**config.mk**
```make
export PLATFORM = sky130hd
export DESIGN_NAME = alu_issue_stage
export DESIGN_NICKNAME = d
export VERILOG_FILES = /design/src/rtl/alu_issue_stage.sv
export SDC_FILE = /design/constraint.sdc
export NUM_CORES = 1
export LEC_CHECK = 0
export CAP_MARGIN = 20
export CORE_AREA = 2 2 124 126
export DETAILED_ROUTE_END_ITERATION = 8
export DIE_AREA = 0 0 126 128
export SLEW_MARGIN = 25
export SYNTH_ARGS = -nofsm -noshare
export SYNTH_HDL_FRONTEND = slang
export SYNTH_SLANG_ARGS = --single-unit
```
**constraint.sdc**
```tcl
create_clock -name clk -period 2.35 [get_ports clk]
set_clock_uncertainty 0.05 [all_clocks]
set_input_delay 0.235 -clock clk [delete_from_list [all_inputs] [get_ports clk]]
set_output_delay 0.235 -clock clk [all_outputs]
set_load 0.005 [all_outputs]
```
**src/rtl/alu_issue_stage.sv**
```systemverilog
// alu_issue_stage: command FIFO in front of an external combinational 8-bit ALU,
// with a registered result slot and valid/ready handshakes on both sides.
// Chained commands take operand a from the low byte of the last issued result.
module alu_issue_stage #(
  parameter int DEPTH = 4,
  parameter int CW    = 3
) (
  input  logic          clk,
  input  logic          rst,
  input  logic          in_valid,
  output logic          in_ready,
  input  logic [7:0]    in_a,
  input  logic [7:0]    in_b,
  input  logic [3:0]    in_op,
  input  logic          in_chain,
  output logic [7:0]    alu_a,
  output logic [7:0]    alu_b,
  output logic [3:0]    alu_op,
  input  logic [8:0]    alu_z,
  output logic          out_valid,
  input  logic          out_ready,
  output logic [8:0]    out_z,
  output logic [3:0]    out_op,
  output logic          out_zero,
  output logic          out_carry,
  output logic          out_div0,
  output logic          out_illegal,
  output logic [CW-1:0] fifo_count
);

  localparam int AW = $clog2(DEPTH);

  typedef struct packed {
    logic [7:0] a;
    logic [7:0] b;
    logic [3:0] op;
    logic       chain;
  } entry_t;

  typedef enum logic {
    S_EMPTY,
    S_FULL
  } state_t;

  entry_t          mem [DEPTH];
  entry_t          head;
  logic [AW-1:0]   rd_ptr;
  logic [AW-1:0]   wr_ptr;
  logic [CW-1:0]   count;
  logic [7:0]      acc;
  state_t          state;
  logic            fifo_empty;
  logic            push;
  logic            issue;

  assign fifo_empty = (count == '0);
  assign in_ready   = (count < CW'(DEPTH));
  assign push       = in_valid && in_ready;
  // The slot can take a new result when it is empty or being drained this cycle.
  assign issue      = !fifo_empty && ((state == S_EMPTY) || out_ready);
  assign head       = mem[rd_ptr];
  assign out_valid  = (state == S_FULL);
  assign fifo_count = count;

  // Present the FIFO head to the ALU; chained entries substitute the accumulator.
  always_comb begin
    alu_a  = '0;
    alu_b  = '0;
    alu_op = '0;
    if (!fifo_empty) begin
      alu_a  = head.chain ? acc : head.a;
      alu_b  = head.b;
      alu_op = head.op;
    end
  end

  // FIFO storage; contents need no reset since count gates visibility.
  always_ff @(posedge clk) begin
    if (push) begin
      mem[wr_ptr] <= '{a: in_a, b: in_b, op: in_op, chain: in_chain};
    end
  end

  // FIFO pointers and occupancy.
  always_ff @(posedge clk) begin
    if (rst) begin
      rd_ptr <= '0;
      wr_ptr <= '0;
      count  <= '0;
    end else begin
      if (push) begin
        wr_ptr <= wr_ptr + AW'(1);
      end
      if (issue) begin
        rd_ptr <= rd_ptr + AW'(1);
      end
      case ({push, issue})
        2'b10:   count <= count + CW'(1);
        2'b01:   count <= count - CW'(1);
        default: count <= count;
      endcase
    end
  end

  // Result slot FSM: capture ALU result and flags on issue, hold under backpressure.
  always_ff @(posedge clk) begin
    if (rst) begin
      state       <= S_EMPTY;
      acc         <= '0;
      out_z       <= '0;
      out_op      <= '0;
      out_zero    <= 1'b0;
      out_carry   <= 1'b0;
      out_div0    <= 1'b0;
      out_illegal <= 1'b0;
    end else begin
      if (issue) begin
        state       <= S_FULL;
        acc         <= alu_z[7:0];
        out_z       <= alu_z;
        out_op      <= head.op;
        out_zero    <= (alu_z == '0);
        out_carry   <= alu_z[8];
        out_div0    <= (head.op == 4'd2) && (alu_b == '0);
        out_illegal <= (head.op > 4'd9);
      end else if ((state == S_FULL) && out_ready) begin
        state <= S_EMPTY;
      end
    end
  end

endmodule

```
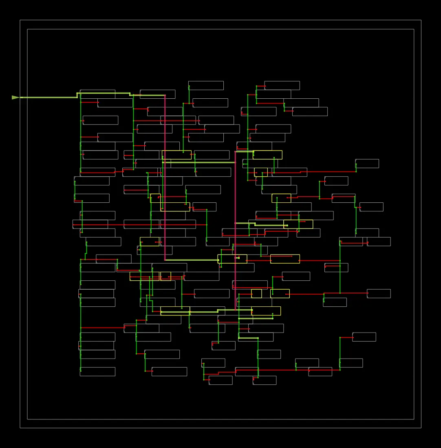
Fig. 1. Clock nets (run 1).
Late-Pin Clk Latency: 340 ps
CLK BUF: 9
flop count: 110
clk sinks: 110
TritonCTS buffer count: 9

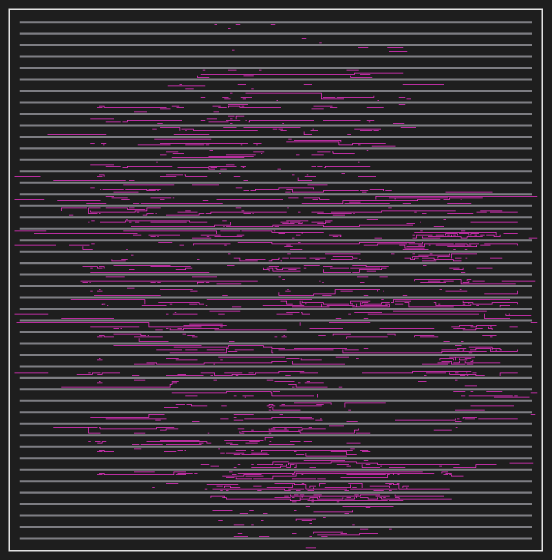
Fig. 2. Signal wires on met1 (run 1).
Supply wires on this layer in gray.
- wire length on this layer: 4180 µm
- nets with wire on the layer: 377
- main direction: horizontal

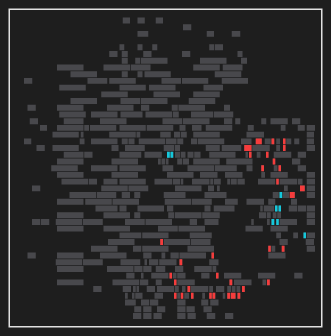
Fig. 3. Gate-type map (run 1).
- red: nand cells (cells 33)
- cyan: inv cells (cells 8)

==> results.toml, run 1 <==
# synthesis and place-and-route metrics
[final_timing]
max_slew_margin = 0.7828
hold_slack_ps = 403.6
rsz0062_at_grt = "true"
max_freq_mhz = 429.4
tightestPinTransition_ps = 322.9
report.final.slew_viol_count = 0
period_needed_ps = 2329
fin_crit_sh = 0.9909
fin_ws_ps = 21.33

[cts]
cts_tree = "done"
cts-root-buf = "clkbuf_16"
cts.htree.levels = 3
post_cts_buffers = 6
cts_resized = 18

[layout]
fin_nets = 419
comb_area_frac = 0.2024
seq_share = 0.5225
finalInstanceArea_um2 = 5831
largest_reg_flops = 84
utilization = 0.3923
top_register = "mem"
largest_cell_class = "flip-flops and latches"
fill_cells = 1398
mi_logic_area_um2 = 1180
syn_to_final_growth_pct = 34.92
diodes = 0
clock_area_frac = 0.05343
inv_count = 8
fin_cells = 572
largestRegisters = "mem (84), out_z (9), out_op (4)"
comb_cells = 141
ff_latch_area_um2 = 3047
buffers = 109
drive_gt1_frac = 0.1953
layout_top_cell = "edfxtp_1"
buffer_area_frac = 0.1762

[synthesis]
ys_sh_mux = 0.1280
ys_types = 31
area_leaders = "edfxtp_1, dfxtp_1, mux4_2, nand2_1, a21oi_1"
synth_chip_area_um2 = 4322
synthAoiAreaFrac = 0.02895
ys_seq_frac = 0.7041
netlist_area_um2 = 4322
ys_cells = 274
synth-edff-count = 84
yosysMostFrequentCell = "edfxtp_1"
ys_warn_count = 0
top_cells_by_count = "edfxtp_1, nand2_1, dfxtp_1"
async_flop_share = 0

[pwr]
powerDensity_nw_per_um2 = 1145
pg_seq_w = 0.00255
finalPower_w = 0.006677
p_sw_w = 0.002110
powerClk_w = 0.00153
pwr-share-clk = 0.229
seqPwrFrac = 0.382
p_int_w = 0.004567
vdd_drop_max_mv = 0.3986
p_sw_frac = 0.3160
maxPowerGroup = "combinational logic"

[route]
wl_um = 9358
via_count = 2564
ant_nets = 0
drcViolationCount = 0
top_layer_used = "met4"
drt_pre_antenna_iters = 4
wl_met3_um = 367
wl_met2_um = 4706

[die]
ios = 76
floorplan.core_util = 0.2907
fp.dieW_um = 126
die_area_um2 = 16130
row_count = 45

[global_route]
grt_start_max_net_pins = 24
antenna_found_initial = 0
met3_usage = 0.03673
grt_pass1_vias = 2661
grt_overflow = 0
globalRoute.busiestLayer = "met2"
met1_usage = 0.1546
grtUsageTotal = 0.1214

[critical_path]
reg2reg_from = "fifo_count[2]"
required_ps = 2070
cp_top_family = "buffers and inverters"
worstPathMaxFanout = 6
cp_cell_sequence = "buf_8 > mux4_2 > nor2b_1 > clkdlybuf4s50_1"
crit_buf_inv = 2
cp_num_cells = 4
slowest_delay_ps = 560
setup.worst_path.class = "register to output pin"
worstRegToRegCells = 9
critPathCaptureType = "output pin"
startpoint_type = "register"
endpoint = "alu_op[3]"

[hold_path]
hold_depth = 2
hold_class = "register to register"
min-delay-start = "out_illegal"
min_to = "out_illegal"

[placement]
dp_cells = 540
portBuffers = 75
dp_slack_ps = 22.93
placed_area_um2 = 5386

[flow_run]
drv_cap = 0

[outcome]
status = "finished clean"
--- run 2 (diff from run 1) ---
==> constraint.sdc (replaced) <==
create_clock -name clk -period 2.35 [get_ports clk]
set_clock_uncertainty 0.05 [all_clocks]
set_input_delay 0.235 -clock clk [delete_from_list [all_inputs] [get_ports clk]]
set_output_delay 0.235 -clock clk [all_outputs]
set_load 0.05 [all_outputs]
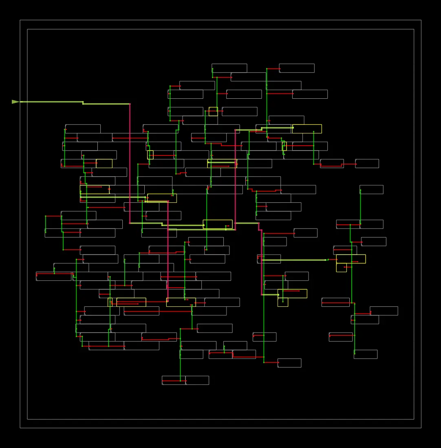
Fig. 4. Clock nets (run 2).
CLK BUF: 12
Late-Pin Clk Latency: 350 ps

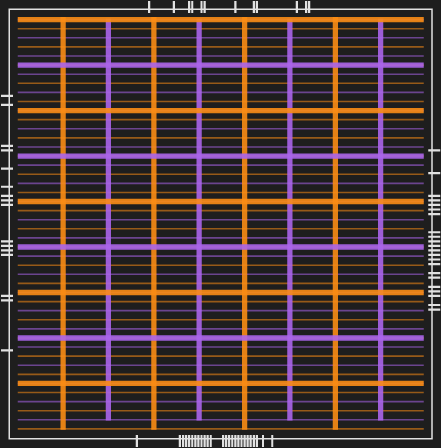
Fig. 5. Power grid (run 2).
Pins as bars on the die edge.
- purple: VDD
- orange: VSS
- met4 straps: 8
- met1 rails: 46

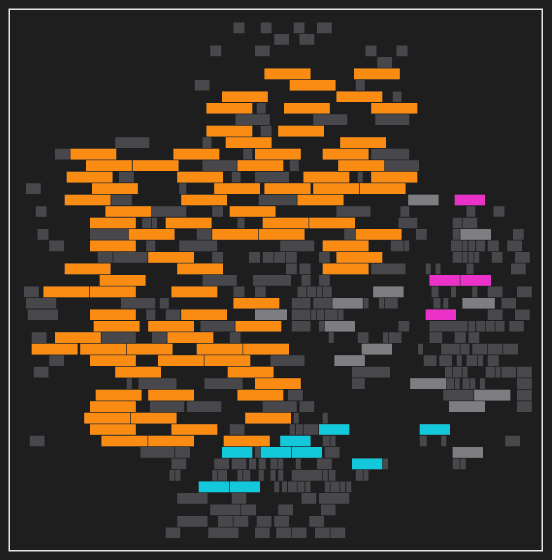
Fig. 6. Register map, names as in the netlist (run 2).
Other sequential cells in the stronger gray, the rest of the logic in the fainter gray.
- cyan: `out_z` (flops 9; where bottom center)
- magenta: `out_op` (flops 4; where middle right)
- orange: `mem` (flops 84)

==> results.toml, run 2 <==
# synthesis and place-and-route metrics
[critical_path]
worstPathMaxFanout = 8
slowest_delay_ps = 530
critPathCaptureType = "output pin"
worstRegToRegCells = 9
cp_cell_sequence = "mux4_2 > mux2i_1 > nor2_1 > buf_12"
crit_buf_inv = 1
cp_top_family = "multiplexers"
startpoint_type = "register"
endpoint = "alu_a[4]"

[synthesis]
ys_types = 31
netlist_area_um2 = 4322
yosysMostFrequentCell = "edfxtp_1"
ys_seq_frac = 0.7041
ys_sh_mux = 0.1280
ys_cells = 274
top_cells_by_count = "edfxtp_1, nand2_1, dfxtp_1"
synthAoiAreaFrac = 0.02895
ys_warn_count = 0
area_leaders = "edfxtp_1, dfxtp_1, mux4_2, nand2_1, a21oi_1"
synth-edff-count = 84
synth_chip_area_um2 = 4322

[placement]
placed_area_um2 = 5446

[pwr]
pg_seq_w = 0.00257
maxPowerGroup = "combinational logic"
p_sw_w = 0.003100
powerClk_w = 0.00142
vdd_drop_max_mv = 0.5972
powerDensity_nw_per_um2 = 1340
p_sw_frac = 0.4035
finalPower_w = 0.007682
p_int_w = 0.004582

[cts]
cts.htree.levels = 3
cts_resized = 0
cts-root-buf = "clkbuf_16"
post_cts_buffers = 0

[route]
drt_pre_antenna_iters = 4
wl_met3_um = 495
via_count = 2522
wl_um = 9242
drcViolationCount = 0
top_layer_used = "met4"
ant_nets = 0

[global_route]
grt_overflow = 0
met3_usage = 0.03965
met1_usage = 0.1522
grt_start_max_net_pins = 24
grtUsageTotal = 0.1188

[layout]
fill_cells = 1422
top_register = "mem"
fin_cells = 557
fin_nets = 404
finalInstanceArea_um2 = 5732
ff_latch_area_um2 = 3057
inv_count = 8
clock_area_frac = 0.04824
mi_logic_area_um2 = 1187
largestRegisters = "mem (84), out_z (9), out_op (4)"
layout_top_cell = "edfxtp_1"
comb_area_frac = 0.2072
comb_cells = 141
largest_reg_flops = 84
buffer_area_frac = 0.1646
largest_cell_class = "flip-flops and latches"
syn_to_final_growth_pct = 32.63
nFlopsAndLatches = 110
diodes = 0
drive_gt1_frac = 0.2304

[final_timing]
hold_slack_ps = 404.9
tightestPinTransition_ps = 535.7
fin_ws_ps = 110.1

[outcome]
status = "finished clean"

[die]
row_count = 45
die_area_um2 = 16130
ios = 76
floorplan.core_util = 0.2907
fp.dieW_um = 126

[hold_path]
min_to = "out_zero"
hold_class = "register to register"
min-delay-start = "out_zero"

[flow_run]
drv_cap = 0
--- run 3 (diff from run 2) ---
--- a/config.mk
+++ b/config.mk
@@ -9,6 +9,7 @@
 export CORE_AREA = 2 2 124 126
 export DETAILED_ROUTE_END_ITERATION = 8
 export DIE_AREA = 0 0 126 128
+export SETUP_SLACK_MARGIN = 0.4
 export SLEW_MARGIN = 25
 export SYNTH_ARGS = -nofsm -noshare
 export SYNTH_HDL_FRONTEND = slang
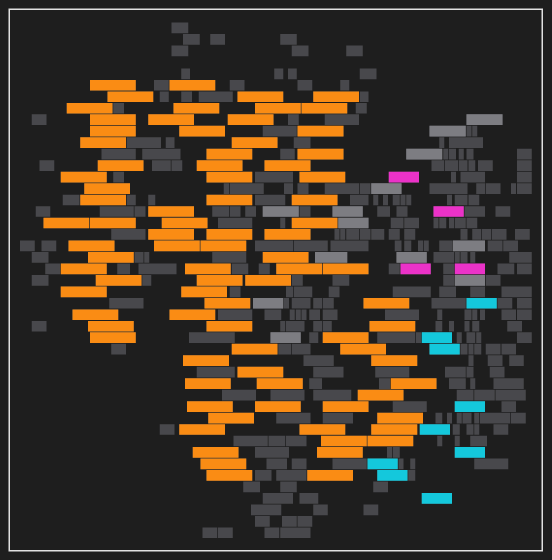
Fig. 7. Register map, names as in the netlist (run 3).
Other sequential cells in the stronger gray, the rest of the logic in the fainter gray.
- cyan: `out_z` (flops 9; where lower right)
- magenta: `out_op` (flops 4; where middle right)
- orange: `mem` (flops 84)
- not colored: 13
Final Core Density: 0.4139
register area: 3060 µm²
Seq/total area: 0.4975
Seq. pwr: 0.00259 W

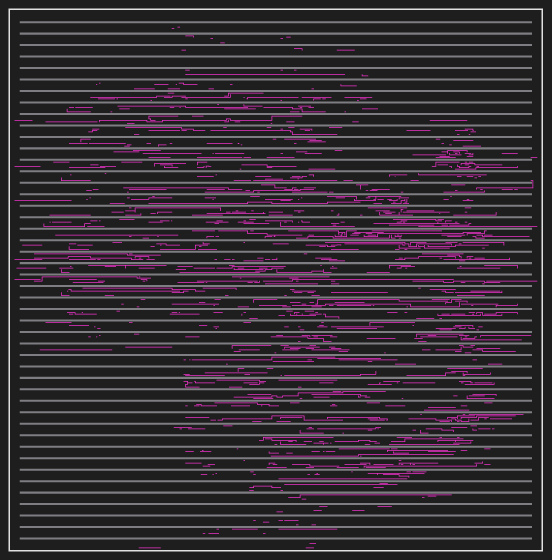
Fig. 8. Signal wires on met1 (run 3).
Supply wires on this layer in gray.
- nets with wire on the layer: 362
- longest straight run: 38.2 µm
- main direction: horizontal
routing usage on met1: 0.1467
final WL: 9151 µm
via count: 2564

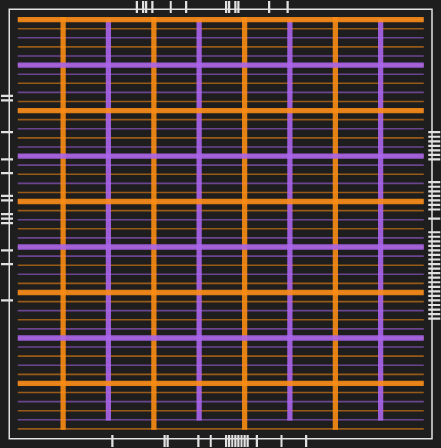
Fig. 9. Power grid (run 3).
Pins as bars on the die edge.
- purple: VDD
- orange: VSS
- met5 straps: 9
- rows: 45
- met1 rails: 46

==> results.toml, run 3 <==
# synthesis and place-and-route metrics
[outcome]
status = "finished clean"

[layout]
diodes = 1
inv_count = 8
comb_cells = 141
largest_cell_class = "flip-flops and latches"
largestRegisters = "mem (84), out_z (9), out_op (4)"
layout_top_cell = "edfxtp_1"
lay_top_cells = "edfxtp_1, clkdlybuf4s50_1, nand2_1, buf_4, mux4_2"
mi_logic_area_um2 = 1350
top_register = "mem"
fin_nets = 418
largest_reg_flops = 84
nFlopsAndLatches = 110
buffers = 108
syn_to_final_growth_pct = 42.36
clock_area_frac = 0.04942
fill_cells = 1368
fin_cells = 572
buffer_area_frac = 0.1893
drive_gt1_frac = 0.3159
finalInstanceArea_um2 = 6152
n_clock_buffer = 9
comb_area_frac = 0.2194

[final_timing]
tightestPinTransition_ps = 539.2
period_needed_ps = 2188
max_freq_mhz = 457.0
fin_ws_ps = 161.7
report.final.slew_viol_count = 0
hold_slack_ps = 412.9
fin_setup_tns_ps = 0
rsz0062_at_grt = "true"
max_slew_margin = 0.6394
fin_crit_sh = 0.9312

[critical_path]
crit_buf_inv = 2
cp_num_cells = 5
startpoint_type = "register"
cp_cell_sequence = "mux4_2 > buf_12 > mux2i_4 > nor2_4 > buf_12"
slowest_delay_ps = 530
cp_top_family = "multiplexers"
critPathCaptureType = "output pin"
slowest_stage = "mux4_2"
worstRegToRegCells = 7
setup.worst_path.class = "register to output pin"
endpoint = "alu_a[5]"
worstPathMaxFanout = 8
required_ps = 2070
arrival_ps = 1900

[pwr]
vdd_drop_max_mv = 0.5394
pwr-share-clk = 0.179
seqPwrFrac = 0.302
p_sw_w = 0.003386
powerClk_w = 0.00153
p_int_w = 0.005179
p_sw_frac = 0.3953
maxPowerGroup = "combinational logic"
p_comb_w = 0.00445
finalPower_w = 0.008566
powerDensity_nw_per_um2 = 1392
pwr-share-comb = 0.519

[global_route]
grt_pass1_vias = 2692
grt_pass1_wl_um = 14630
globalRoute.busiestLayer = "met2"
grt_start_max_net_pins = 24
antenna_found_initial = 1
grt_overflow = 0
met3_usage = 0.03756
grtUsageTotal = 0.1200

[synthesis]
yosysMostFrequentCell = "edfxtp_1"
synth_area_leader_cell = "edfxtp_1"
async_flop_share = 0
synth_chip_area_um2 = 4322
synthAoiAreaFrac = 0.02895
synth-edff-count = 84
yosys.area_share.simple = 0.08570
ys_cells = 274
top_cells_by_count = "edfxtp_1, nand2_1, dfxtp_1"
ys_sh_mux = 0.1280
top_area_frac = 0.5837
ys_warn_count = 0
logic_family = "multiplexers"
ys_seq_frac = 0.7041
area_leaders = "edfxtp_1, dfxtp_1, mux4_2, nand2_1, a21oi_1"
ys_types = 31
netlist_area_um2 = 4322

[hold_path]
min-delay-start = "out_op[2]"
hold_class = "register to register"
hold_depth = 2
min_to = "out_op[2]"

[die]
fp.dieW_um = 126
floorplan.core_util = 0.2907
ios = 76
core_area_um2 = 14860
row_count = 45
die_area_um2 = 16130
well_tap_count = 188

[placement]
portBuffers = 75
dp_cells = 539
placed_area_um2 = 5564
dp_hpwl_um = 6460
dp_slack_ps = 125.1

[route]
top_layer_used = "met4"
drcViolationCount = 0
wl_met2_um = 4615
drt_pre_antenna_iters = 4
wl_met3_um = 490
ant_nets = 0
first_iter_violations = 115

[flow_run]
drv_cap = 0
warnings = 32

[cts]
clk_pin_slew_ps = 70
cts.htree.levels = 3
cts_buffers = 9
cts-root-buf = "clkbuf_16"
cts_resized = 27
cts_num_sinks = 110
insertion_delay_ps = 340
cts_tree = "done"
post_cts_buffers = 10
Power figures rest on the tool's default switching activity, not on a simulated workload.
